### Routed metal per tile

The die is cut into 11 by 11 equal tiles; black is low, pale yellow is high, scaled to the fullest tile. Values are wire area over tile area, all layers added.
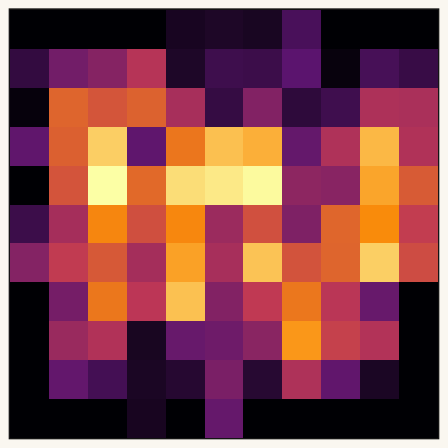
### Sequential cells grouped by signal name

Other sequential cells in the stronger gray, the rest of the logic in the fainter gray.
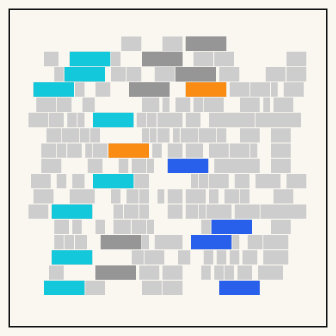
### Cell placement

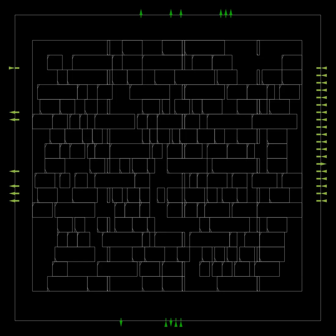
### Nets reached from selected ports

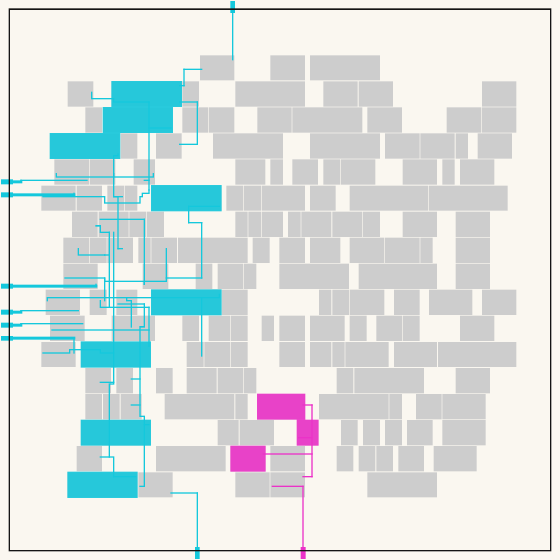
### M3 wires

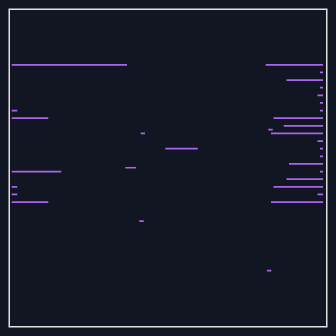
==> config.mk <==
export PLATFORM = sky130hd
export DESIGN_NAME = phase_sequencer
export DESIGN_NICKNAME = d
export VERILOG_FILES = /design/src/rtl/phase_pkg.sv /design/src/rtl/phase_dwell_counter.sv /design/src/rtl/phase_sequencer.sv
export SDC_FILE = /design/constraint.sdc
export NUM_CORES = 1
export LEC_CHECK = 0
export CORE_MARGIN = 3
export CORE_UTILIZATION = 45
export DETAILED_ROUTE_END_ITERATION = 8
export PLACE_DENSITY = 0.78
export SLEW_MARGIN = 20
export SYNTH_ARGS = -nofsm -noshare
export SYNTH_HDL_FRONTEND = slang
export SYNTH_SLANG_ARGS = --single-unit
==> constraint.sdc <==
create_clock -name CLK -period 3.4 [get_ports CLK]
set_input_delay 0.68 -clock CLK [delete_from_list [all_inputs] [get_ports CLK]]
set_output_delay 0.68 -clock CLK [all_outputs]
set_load 0.02 [all_outputs]
==> notes.md <==
Physical implementation

The flow ran to the end, and the final reports show no timing, DRC or antenna violations. The CTS report gives the tree buffer count as 3. The async set or reset register ratio after synthesis is 0%. TritonCTS built the clock tree. The top fanout value on the critical path is 16.

In the final timing run, aggregate negative setup slack is 0 ns. The first routing iteration left 12 violations. Once synthesis finished, the tally of register bits stood at 20.

In the post-synthesis netlist, the biggest area contributors are sky130_fd_sc_hd__dfxtp_1 35%, sky130_fd_sc_hd__mux4_2 7.9%, sky130_fd_sc_hd__ha_1 7.7%. The routed length per placed instance is ~15 µm. The sequential element share of the synthesized area is between 30% and 40%. Synthesis produced a netlist with a net count of roughly 160. The number of standard cells reported by yosys is ~130. STA puts the critical path data arrival time at 3.12 ns. The die is about 56 µm wide. The setup skew after layout is roughly 0.0073 ns.

Per the final layout report, the fraction of cells sized above drive strength 1 comes to roughly 7.5%. The data required time at the worst endpoint is approximately 3.6 ns. The die height is ~56 µm. The worst-case max-slew headroom was logged as roughly 58%. According to the CTS report, the clock sink count is 20. The worst path uses between 80% and 90% of the clock period. Entering global routing, the biggest net connects 18 pins. The share of the core area taken by cells at floorplan is between 40% and 50%. The number of global-route vias before repair is between 1000 and 1500. The most common cell in the netlist is sky130_fd_sc_hd__dfxtp_1. The post-CTS resize count is 0. The count of standard-cell rows is 17. Looking at the clock tree report, the H-tree level count equals 1. The cell area that synthesis handed to floorplanning was 0.00114 mm². OpenROAD emitted warnings numbering 26.

The overall overflow remaining after global route is 0. The category of the most critical setup path is primary input to flop. Per the detail_route report, vias per standard cell equal between 6 and 7. The number of hold buffers added after cts is 0. Across the run, the number of max-cap violations was 0.

For this run, the slowest stage of the critical path takes ~0.52 ns. The transition time at the pin with the least slew margin is slightly above 0.6 ns. The report puts the cell count of the worst reg-to-reg path at 8. The first detailed-routing pass ran for 4 iterations. STA classifies the critical path endpoint as a flop. After synthesis, the most frequently instantiated cells are 20 x sky130_fd_sc_hd__dfxtp_1, 13 x sky130_fd_sc_hd__a21oi_1, 9 x sky130_fd_sc_hd__o21ai_0.

The worst voltage drop across the vdd grid is about 0.26 mV. The setup slack on the worst flop-to-flop path is 0.53 ns. The synthesized area divided by synthesized cell count is slightly above 9 µm².

The final max-slew violation count recorded for this run is 0. Once the clock tree was built, the setup fixing pass inserted 0 buffers. In this run, synthesis inferred 0 flip-flops with an integrated enable.

The post-synthesis instance total is about 130. The worst hold path stage count is 2. The most used flip-flop cell is sky130_fd_sc_hd__dfxtp_1. The flow reports an fmax of roughly 340 MHz. The skew report gives the latency at the later pin of the worst-skew pair as 0.30 ns.

The number of antenna violations at the first check in global routing was 0. The first global-routing pass estimated 4540 µm of wire. The global placer's final weighted congestion is 0.807.

Yosys printed 0 warnings. Yosys reports that the leading cell type by area covers 35.1% of the netlist area. The cell sitting at the root of the clock tree is a sky130_fd_sc_hd__clkbuf_4. The placed wire-length estimate is approximately 2100 µm. The largest buffer count on any clock path is 2. The worst-path cell with the longest stage delay is sky130_fd_sc_hd__or4_1. The cell type that accounts for the most area after synthesis is sky130_fd_sc_hd__dfxtp_1. On the worst setup and hold paths after CTS, the clock-pin slew comes to 0.11 ns.

The final number of hold-violating endpoints is 0. Traced cell by cell, the critical path runs through clkdlybuf4s50_1 -> mux4_2 -> inv_1 -> ha_1 -> o211ai_1 -> o21a_1 -> buf_4 -> or4_1 -> a21oi_1. According to the hold report, the worst path is of the flop to flop type. At the end of the flow, the number of nets in the layout was approximately 190.

Setup repair after global routing left no endpoint under its margin. Yosys reports a chip area of 0.00114 mm². The worst hold-check slack is 0.492 ns. The count of inserted antenna diode cells is 0. The number of remaining DRC errors is 0. The final critical-path required period is 2.90 ns. The number of library cell types mapped by synthesis is 34. For this design the ratio of total power to cell area is between 200 and 300 mW/mm².

In this run the remaining antenna-violating nets after routing total 0. Once routing completed, OpenROAD measured the worst setup slack at 0.498 ns.
Back to the opening pictures, 'Routed metal per tile':
fullest tile: 0.39
mean over tiles: 0.14
tiles over half the peak: 31%
densest ninth of the die: center
nearly empty tiles: 20%
emptiest ninth of the die: lower left
total routed wirelength: 2800 µm
GRT Resource Usage Total: 17.7%

Back to the opening pictures, 'Sequential cells grouped by signal name':
legend:
  `u_dwell.cnt_q`:
    color: blue
    sequential_cells: 4
  `CYCLE_CNT`:
    color: cyan
    sequential_cells: 8
  `PHASE_IDX`:
    color: orange
    sequential_cells: 2
not colored: 6
core utilization of the finished layout: 67.3%
area used by sequential logic in the layout: 400 µm²

Back to the opening pictures, 'Cell placement':
flip-flop and latch count: 20
area of the placeable core: 0.00230 mm²
fraction of standard cell area that is sequential: 25.9%

Back to the opening pictures, 'Nets reached from selected ports':
legend:
  `EN`:
    color: magenta
    bits: 1
    direction: input
    edge: bottom
    end_cells: 3
    buffers: 1
    wire: 25.3 µm
  `CYCLE_CNT`:
    color: cyan
    bits: 8
    direction: output
    edge: 6 left, 1 bottom, 1 top
    end_cells: 8
    buffers: 8
    wire: 296 µm
count of buffers inserted at the top-level ports: 36
number of I/O pins: 37

Back to the opening pictures, 'M3 wires':
longest straight run: 20.2 µm
wire length on this layer: 125 µm
nets with wire on the layer: 29
main direction: horizontal
vias post-DR: 1132
met3 Track Usage GR: 3.45%

-- metal layers --
metal	vias up	part of all wire, %	global-route usage [%]
li1	560	-	-
met1	534	47	22.7
met2	32	46	28.7
met3	6	4.4	3.45
met4	0	2.1	7.80
met5	-	0	0
-- area by class of cell --
cell class	count	area, µm²	area share, %
multi-input cells	93	689	44.6
flip-flops and latches	20	400	25.9
repair buffers	38	375	24.3
well taps	28	35.0	2.27
clock buffers	3	22.5	1.46
inverters	6	22.5	1.46
-- critical path, delay by kind of cell --
family / cells / cell delay, ns
fa+ha+maj: 1 / 0.17
compound gates: 3 / 0.58
mux: 1 / 0.46
simple gates: 1 / 0.52
buf+inv: 3 / 0.72
-- layout by cell type (no fill, tap or decap), drive strengths merged, types with 6 or more instances in the layout --
cell type and count:
a21oi 13, inv 6, ha 7, clkdlybuf4s50 36
or4 7, dfxtp 20, o31ai 8, nand3 7
o21ai 10, nand2 6
-- power by group --
group / switching, mW / internal (mW) / leakage, nW / total [mW]
clock: 0.0697 / 0.0413 / 0.0138 / 0.111
sequential: 0.00421 / 0.238 / 0.162 / 0.242
combinational: 0.0377 / 0.0438 / 0.375 / 0.0815
total: 0.112 / 0.323 / 0.550 / 0.434
-- cell families (layout without fill, tap and decap cells) --
| kind of cell | after synthesis | after routing | share of synthesized area (%) |
|---|---|---|---|
| simple gates | 39 | 39 | 20.2 |
| flops | 20 | 20 | 35.1 |
| buf+inv | 13 | 47 | 4.50 |
| compound gates | 42 | 42 | 23.8 |
| fa+ha+maj | 7 | 7 | 7.68 |
| mux | 5 | 5 | 8.77 |
-- metrics by stage --
| step | power (mW) | instance area, µm² | instances |
|---|---|---|---|
| finish | 0.434 | 1550 | 188 |
| global route | 0.450 | 1550 | 188 |
| CTS | 0.436 | 1550 | 188 |
| detailed placement | 0.328 | 1520 | 185 |
| global placement | 0.326 | 1520 | 185 |
| floorplan | 0.289 | 1140 | 126 |
Power is estimated from default activity; no workload was simulated.
